Figure 1. M1 wires (run 1).
Bar = 20 um. Supply wires on this layer in grey. Cells faint in the background.
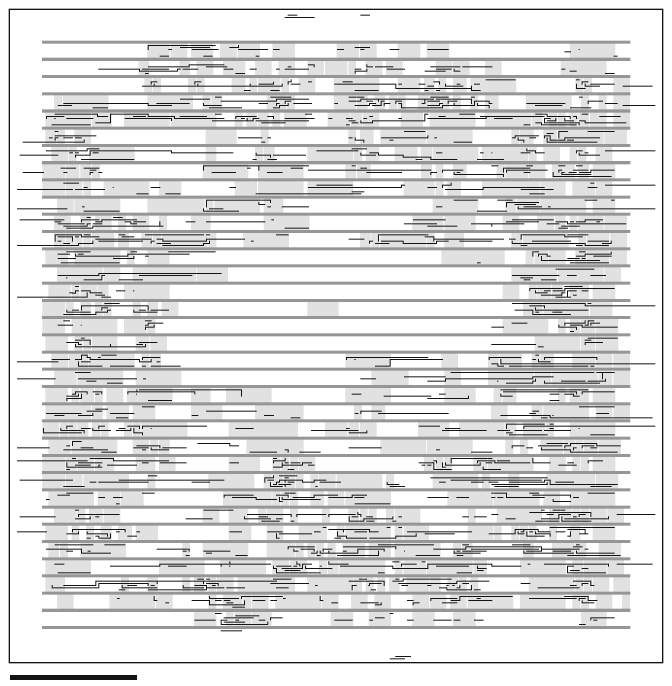
Figure 2. Where the registers sit (run 1).
Bar = 20 um. Other sequential cells in the stronger grey, the rest of the logic in the fainter grey.
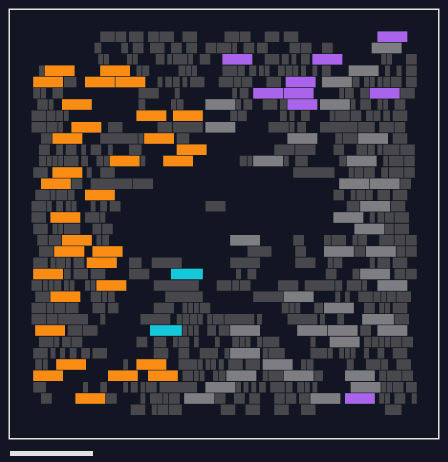
Figure 3. Signal wires by layer (run 1).
Only two layers are drawn.
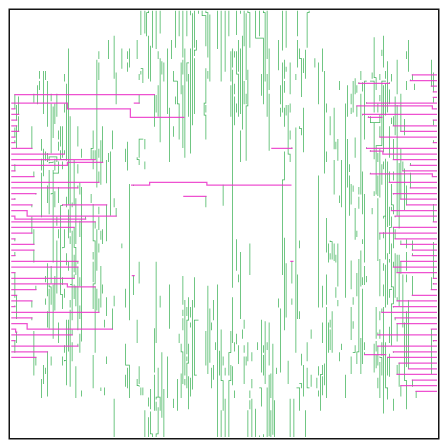
**config.mk**
```make
export PLATFORM = sky130hd
export DESIGN_NAME = mem_access_ctrl_flat
export DESIGN_NICKNAME = d
export VERILOG_FILES = /design/src/rtl/mem_access_ctrl_pkg.sv /design/src/rtl/mem_access_ctrl_if.sv /design/src/rtl/mem_access_ctrl.sv /design/src/flat_wrapper.sv
export SDC_FILE = /design/constraint.sdc
export NUM_CORES = 1
export LEC_CHECK = 0
export ABC_AREA = 1
export CAP_MARGIN = 0
export CORE_MARGIN = 5
export CORE_UTILIZATION = 33
export CTS_CLUSTER_DIAMETER = 60
export DETAILED_ROUTE_END_ITERATION = 12
export PLACE_DENSITY = 0.78
export SLEW_MARGIN = 10
export SYNTH_ARGS = -nofsm -noshare
export SYNTH_HDL_FRONTEND = slang
export SYNTH_SLANG_ARGS = --single-unit
```
**constraint.sdc**
```tcl
create_clock -name clock -period 1.15 [get_ports clock]
set_input_delay 0.1725 -clock clock [delete_from_list [all_inputs] [get_ports clock]]
set_output_delay 0.1725 -clock clock [all_outputs]
set_load 0.03 [all_outputs]
```
**src/rtl/mem_access_ctrl_pkg.sv**
```systemverilog
// Shared constants for the memory sequencer, the RAM and the control unit.
// MEM_DEPTH is derived from ADDR_W so the two can never disagree.
package mem_pkg;

    localparam int DEF_ADDR_W    = 9;
    localparam int DEF_DATA_W    = 32;
    localparam int DEF_MEM_DEPTH = 1 << DEF_ADDR_W;

    // Sequencer states; the encoding is shared with anything that decodes them.
    typedef enum logic [1:0] {
        S_IDLE    = 2'd0,
        S_ACCESS  = 2'd1,
        S_CAPTURE = 2'd2,
        S_DONE    = 2'd3
    } mem_state_t;

endpackage

```
**src/rtl/mem_access_ctrl_if.sv**
```systemverilog
// CPU-side request bus of the memory sequencer (MAR/MDR handshake).
// master = control unit, slave = mem_access_ctrl.
interface mem_access_ctrl_if
    import mem_pkg::*;
#(
    parameter int DATA_W = DEF_DATA_W
);

    logic              mem_req;
    logic              mem_we;
    logic [DATA_W-1:0] mar_in;
    logic [DATA_W-1:0] mdr_in;
    logic [DATA_W-1:0] mdr_out;
    logic              mem_busy;
    logic              mem_done;
    logic              mem_fault;

    modport master (
        output mem_req, mem_we, mar_in, mdr_in,
        input  mdr_out, mem_busy, mem_done, mem_fault
    );

    modport slave (
        input  mem_req, mem_we, mar_in, mdr_in,
        output mdr_out, mem_busy, mem_done, mem_fault
    );

endinterface

```
**src/rtl/mem_access_ctrl.sv**
```systemverilog
// Sequencer between the CPU control unit and a 512x32 synchronous RAM.
// One request at a time: IDLE -> ACCESS (one-cycle strobe) -> [CAPTURE] -> DONE.
// Optional macro MEM_FAULT_EN: out-of-range MAR values fault instead of wrapping.
module mem_access_ctrl
    import mem_pkg::*;
#(
    parameter int ADDR_W = DEF_ADDR_W,
    parameter int DATA_W = DEF_DATA_W
) (
    input  logic                clock,
    input  logic                clear_n,
    mem_access_ctrl_if.slave    cpu,
    input  logic [DATA_W-1:0]   ram_data_out,
    output logic                read,
    output logic                write,
    output logic [ADDR_W-1:0]   address,
    output logic [DATA_W-1:0]   ram_data_in
);

    mem_state_t        state;
    logic              we_q;
    logic              read_q;
    logic              write_q;
    logic [DATA_W-1:0] mdr_q;
    logic              busy_q;
    logic              done_q;

`ifdef MEM_FAULT_EN
    logic fault_q;
    logic range_err;
    assign range_err     = |cpu.mar_in[DATA_W-1:ADDR_W];
    assign cpu.mem_fault = fault_q;
`else
    // Upper MAR bits are deliberately dropped: addresses wrap modulo the RAM depth.
    logic unused_upper;
    assign unused_upper  = ^cpu.mar_in[DATA_W-1:ADDR_W];
    assign cpu.mem_fault = 1'b0;
`endif

    // Strobes are gated by clear_n so a reset cycle can never write the RAM.
    assign read  = read_q  & clear_n;
    assign write = write_q & clear_n;

    assign cpu.mdr_out  = mdr_q;
    assign cpu.mem_busy = busy_q;
    assign cpu.mem_done = done_q;

    // Single FSM; all outputs registered and set on entry to the state that shows them.
    always_ff @(posedge clock) begin
        if (!clear_n) begin
            state       <= S_IDLE;
            we_q        <= 1'b0;
            read_q      <= 1'b0;
            write_q     <= 1'b0;
            address     <= '0;
            ram_data_in <= '0;
            mdr_q       <= '0;
            busy_q      <= 1'b0;
            done_q      <= 1'b0;
`ifdef MEM_FAULT_EN
            fault_q     <= 1'b0;
`endif
        end else begin
            // Strobes and pulses last exactly one cycle unless re-armed below.
            read_q  <= 1'b0;
            write_q <= 1'b0;
            done_q  <= 1'b0;
`ifdef MEM_FAULT_EN
            fault_q <= 1'b0;
`endif
            case (state)
                S_IDLE: begin
                    if (cpu.mem_req) begin
                        busy_q <= 1'b1;
`ifdef MEM_FAULT_EN
                        if (range_err) begin
                            // Skip the RAM entirely; address/data/MDR keep their values.
                            state   <= S_DONE;
                            done_q  <= 1'b1;
                            fault_q <= 1'b1;
                        end else begin
`else
                        begin
`endif
                            state       <= S_ACCESS;
                            we_q        <= cpu.mem_we;
                            address     <= cpu.mar_in[ADDR_W-1:0];
                            ram_data_in <= cpu.mdr_in;
                            write_q     <= cpu.mem_we;
                            read_q      <= ~cpu.mem_we;
                        end
                    end
                end
                S_ACCESS: begin
                    if (we_q) begin
                        state  <= S_DONE;
                        done_q <= 1'b1;
                    end else begin
                        state <= S_CAPTURE;
                    end
                end
                S_CAPTURE: begin
                    // RAM data is valid the cycle after the address was sampled.
                    mdr_q  <= ram_data_out;
                    state  <= S_DONE;
                    done_q <= 1'b1;
                end
                S_DONE: begin
                    state  <= S_IDLE;
                    busy_q <= 1'b0;
                end
                default: state <= S_IDLE;
            endcase
        end
    end

endmodule

```
**src/flat_wrapper.sv**
```systemverilog
// flat-port wrapper written by rule: the top's interface ports become plain ports
module mem_access_ctrl_flat import mem_pkg::*;
#(
    parameter int ADDR_W = DEF_ADDR_W,
    parameter int DATA_W = DEF_DATA_W
)
  (clock, clear_n, ram_data_out, read, write, address, ram_data_in, cpu_mem_req, cpu_mem_we, cpu_mar_in, cpu_mdr_in, cpu_mdr_out, cpu_mem_busy, cpu_mem_done, cpu_mem_fault);
  mem_access_ctrl_if #(.DATA_W(DATA_W)) cpu_i ();
  input  logic clock;
  input  logic clear_n;
  input  logic [DATA_W-1:0] ram_data_out;
  output logic read;
  output logic write;
  output logic [ADDR_W-1:0] address;
  output logic [DATA_W-1:0] ram_data_in;
  input wire logic [$bits(cpu_i.mem_req)-1:0] cpu_mem_req;
  input wire logic [$bits(cpu_i.mem_we)-1:0] cpu_mem_we;
  input wire logic [$bits(cpu_i.mar_in)-1:0] cpu_mar_in;
  input wire logic [$bits(cpu_i.mdr_in)-1:0] cpu_mdr_in;
  output wire logic [$bits(cpu_i.mdr_out)-1:0] cpu_mdr_out;
  output wire logic [$bits(cpu_i.mem_busy)-1:0] cpu_mem_busy;
  output wire logic [$bits(cpu_i.mem_done)-1:0] cpu_mem_done;
  output wire logic [$bits(cpu_i.mem_fault)-1:0] cpu_mem_fault;
  assign cpu_i.mem_req = cpu_mem_req;
  assign cpu_i.mem_we = cpu_mem_we;
  assign cpu_i.mar_in = cpu_mar_in;
  assign cpu_i.mdr_in = cpu_mdr_in;
  assign cpu_mdr_out = cpu_i.mdr_out;
  assign cpu_mem_busy = cpu_i.mem_busy;
  assign cpu_mem_done = cpu_i.mem_done;
  assign cpu_mem_fault = cpu_i.mem_fault;
  mem_access_ctrl #(.ADDR_W(ADDR_W), .DATA_W(DATA_W)) u_core (.clock(clock), .clear_n(clear_n), .cpu(cpu_i), .ram_data_out(ram_data_out), .read(read), .write(write), .address(address), .ram_data_in(ram_data_in));
endmodule
```
==> reports/README.md, run 1 <==
| Result | Value | Unit |
| --- | --- | --- |
| Run status | finished with violations | - |
| Violated checks | negative setup slack | - |
| Worst reg2reg setup slack | -70 | ps |
| Number of instances resized during post-cts repair | 29 | - |
| Total number of vias | 2888 | - |
| Clock buffer count in the final layout | 10 | - |
| Row count | 34 | - |
| Setup violations, final | 15 | - |
| Layout non-clock buf frac | 34.19 | % |
| Length of routed met3 wiring | 1.033 | mm |
| Worst Setup Slack, final | -67.78 | ps |
| Dpl ws | -208.8 | ps |
| Destination of the critical timing path | u_core.ram_data_in[25] | - |
| Detailed Route WL | 8.723 | mm |
| Multi-input gate area in the final layout | 1241 | um2 |
| Commonest non-fill, non-tap cell in the layout | nor2_1 | - |
| Routed length on met1 | 3.430 | mm |
| Dominant logic cell types in the final layout | nor2_1, buf_4, dfxtp_1 | - |
| Kind of cell adding the most delay to the critical path | flip-flops | - |
| Capture point of the worst reg-to-reg path | u_core.ram_data_in[25] | - |
| Starting utilization of the core area | 33.21 | % |
| Vias in the first global route | 2783 | - |
| Antenna violations before repair | 0 | - |
Notes on Figure 1 above:
wire length on this layer	3430 um
longest straight run	28.5 um
main direction	horizontal
share of all routed wire	39%

Notes on Figure 2 above:
colour	name in the netlist	flops
orange	`u_core.cpu.mdr_out`	32
cyan	`u_core.state`	2
purple	`u_core.address`	9
not coloured	37

Notes on Figure 3 above:
colour	layer	wire length
magenta	metal 3	1030 um
green	metal 2	4170 um

## run 1: logic make-up after synthesis
logic type / after synthesis
AND-OR/OR-AND: 73
adder cells (fa/ha/maj): 4
buffers and inverters: 36
flip-flops: 80
other: 1
AND/OR/NAND/NOR: 170
## run 1: report_power, final
group | switching, mW | leakage [nW] | internal (mW)
Sequential | 0.524 | 0.660 | 3.65
Clock | 1.03 | 0.102 | 1.07
Combinational | 3.80 | 1.45 | 2.81
## run 1: flip-flops by register name, summed over array words and instances, names as in the netlist
signal / count
u_core.we_q: 1
u_core.cpu.mdr_out: 32
u_core.read_q: 1
u_core.ram_data_in: 32
u_core.cpu.mem_busy: 1
u_core.cpu.mem_done: 1
u_core.state: 2
u_core.address: 9
u_core.write_q: 1
==> run 2: changes to the inputs <==
PLACE_DENSITY = 0.87   (was 0.78)
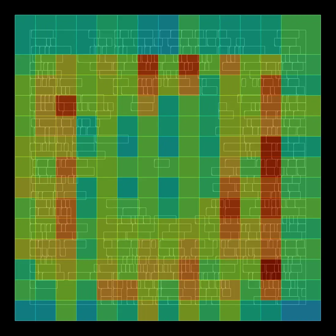
Figure 4: run 2, routing congestion.
met1 Resource Use GR: 18.80%
fraction of met3 tracks used by global routing: 6.563%

==> reports/README.md, run 2 <==
| Result | Value | Unit | vs previous |
| --- | --- | --- | --- |
| Combinational gate power | 6.49 | mW | -2% |
| Count of placed standard cells including taps | 611 | - |  |
| Antenna violations before repair | 0 | - | unchanged |
| Run status | finished with violations | - |  |
| Global Route met2 Usage | 27.87 | % |  |
| Row count | 34 | - | unchanged |
| Syn-to-layout area delta | 72.16 | % |  |
| Sequential group share of total power | 32.2 | % | -0.2 points |
| Switching Share | 41.80 | % | +0.25 points |
| Multi-input gate area in the final layout | 1251 | um2 | +0.81% |
| Starting utilization of the core area | 33.21 | % | unchanged |
| Kind of cell adding the most delay to the critical path | flip-flops | - |  |
| Number of instances resized during post-cts repair | 62 | - | +110% |
| Commonest non-fill, non-tap cell in the layout | nor2_1 | - |  |
| Worst reg2reg setup slack | -80 | ps | about the same |
| Share of total power in the clock network | 17.4 | % | +1.1 points |
| Routed length on met1 | 3.783 | mm | +10% |
| Setup violations, final | 62 | - | +47 |
| Worst Setup Slack, final | -78.25 | ps | -10.47 ps |
| Largest power group | combinational cells | - |  |
| Violated checks | negative setup slack | - |  |
| Capture point of the worst reg-to-reg path | u_core.ram_data_in[18] | - |  |
| Cell-internal power | 7.485 | mW | -0.55% |
| Power share of the combinational group | 50.4 | % | -0.9 points |
| Syn. warnings | 0 | - |  |
| Highest net fanout along the worst path | 11 | - |  |
| Vias in the first global route | 2938 | - | +5.6% |
| Core area | 8593 | um2 |  |
| Power of the sequential group | 4.14 | mW | about the same |
| Period Utilization, post-route | 106.8 | % |  |
| Detailed Route WL | 9.320 | mm | +6.8% |
| Length of routed met3 wiring | 982 | um | -4.9% |
==> run 2: worst max path at each step <==
| stage | start | endpoint | cells after the start |
|---|---|---|---|
| finish | u_core.state[0] | u_core.ram_data_in[18] | 6 |
| global route | u_core.state[0] | u_core.ram_data_in[27] | 6 |
| CTS | u_core.state[0] | u_core.ram_data_in[7] | 6 |
| detailed placement | cpu_mem_req | u_core.ram_data_in[25] | 5 |
| global placement | cpu_mem_req | u_core.ram_data_in[6] | 5 |
| floorplan | u_core.state[1] | u_core.ram_data_in[10] | 7 |
==> run 2: cells by family (layout without fill, tap and decap cells) <==
family          count (synthesis)  in the layout  synth area share (%)
buf+inv                        36            198                 6.532
other cells                     1              1                0.1314
simple gates                  170            170                 22.67
flops                          80             80                 56.12
fa+ha+maj                       4              4                 1.754
compound gates                 73             73                 12.80
==> run 3: changes to the inputs <==
CTS_CLUSTER_SIZE = 24   (was unset)
PLACE_DENSITY = 0.85   (was 0.87)
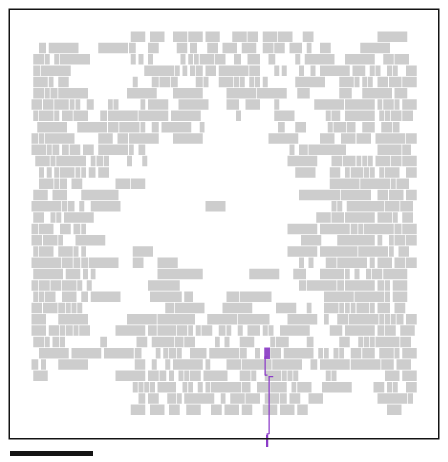
Figure 5: run 3, wires at chosen ports, followed through buffers.
Bar = 20 um.
colour	port	bits	direction	edge	end cells	buffers	wire
purple	`write`	1	output	bottom	1	1	21.2 um

==> reports/README.md, run 3 <==
| Result | Value | Unit | vs previous |
| --- | --- | --- | --- |
| Run status | finished with violations | - |  |
| Violated checks | negative setup slack | - |  |
| Count of placed standard cells including taps | 612 | - | +0.16% |
| Period Utilization, post-route | 111.1 | % | +4.3 points |
| Top comb family, area | simple AND/OR/NAND/NOR gates | - |  |
| Cell-internal power | 7.390 | mW | -1.3% |
| Starting utilization of the core area | 33.21 | % | unchanged |
| XOR Share, Synth | 0 | % | unchanged |
| Kind of capture point of the worst setup path | register | - |  |
| Critical-path cell with the highest stage delay | clkdlybuf4s50_1 | - |  |
| Async S/R FF share, synth | 0 | % |  |
| Dominant kind of cell by area | non-clock buffers | - |  |
| Global Route met2 Usage | 26.49 | % | -1.4 points |
| Sequential group share of total power | 32.4 | % | +0.2 points |
| Final critical path time including I/O delays and setup | 1277 | ps |  |
| Highest net fanout along the worst path | 11 | - | unchanged |
| Share of total power in the clock network | 15.5 | % | -1.9 points |
| Standby leakage power | 2.218 | nW |  |
| Largest power group | combinational cells | - |  |
| Power share of the combinational group | 52.1 | % | +1.7 points |
| Core area | 8593 | um2 | unchanged |
| Tally of non-filler cells in the final layout | 638 | - |  |
| Mux area share | 0 | % | unchanged |
| Die outline area | 10610 | um2 |  |
| Row count | 34 | - | unchanged |
| Power of the sequential group | 4.14 | mW | about the same |
| Met1 Resource Use GR | 16.92 | % | -1.9 points |
| Commonest non-fill, non-tap cell in the layout | nor2_1 | - |  |
| Length of routed met3 wiring | 1.002 | mm | +2.0% |
| Number of warning messages in the logs | 54 | - |  |
| Syn. warnings | 0 | - | unchanged |
| Critical path launch point | cpu_mem_req | - |  |
| Antenna violations before repair | 0 | - | unchanged |
| Combinational gate power | 6.67 | mW | +3% |
| Vias in the first global route | 2891 | - | -1.6% |
| Syn-to-layout area delta | 73.78 | % |  |
| Fraction of the mapped netlist area in adder cells | 1.754 | % | unchanged |
| Setup violations, final | 46 | - | -26% |
| Detailed Route WL | 9.522 | mm | +2.2% |
| Critical path depth | 5 | - | -1 |
| Kind of cell adding the most delay to the critical path | buffers and inverters | - |  |
| Sequential cell count of the final layout | 80 | - |  |
| Hold violation count in the final report | 0 | - |  |
| Post-synthesis compound-gate area fraction | 12.80 | % | unchanged |
| Area reported by Yosys stat | 2854 | um2 |  |
| Multi-input gate area in the final layout | 1267 | um2 | +1.3% |
| Worst Setup Slack, final | -127.3 | ps | -49.05 ps |
| Fraction of met3 tracks used by global routing | 6.225 | % | -0.34 points |
| Routed length on met1 | 3.815 | mm | +0.85% |
| Simple-Gate Fraction of Synth Area | 22.67 | % | unchanged |
## run 3: netlist changes by cell type in the layout (fill, tap and decap cells not counted), sizes merged
cell,before,now
clkinv,4,3
clkinvlp,1,3
clkbuf,13,16
nand2,11,12
bufinv,2,1
## run 3: worst min-delay path, stage by stage
cell and delay [ps]:
buf_2 210, o21ai_2 90, nor2_1 40
## run 3: worst paths after layout
check | end | slack, ps
max | u_core.ram_data_in[14] | -130
min | u_core.ram_data_in[10] | 230
max reg2reg | u_core.ram_data_in[14] | -110
min reg2reg | u_core.we_q | 480
## run 3: timing repair
| item | CTS | global route |
|---|---|---|
| hold endpoints to repair | 0 | 0 |
| resized | 30 | 82 |
| gates cloned | 2 | 6 |
| pin swaps | 0 | 1 |
| setup buffers | 0 | 2 |
| endpoints found under the setup margin | 75 | 80 |
| hold buffers | 0 | 0 |
No activity file was given, so power comes from the tool's default toggle rates.
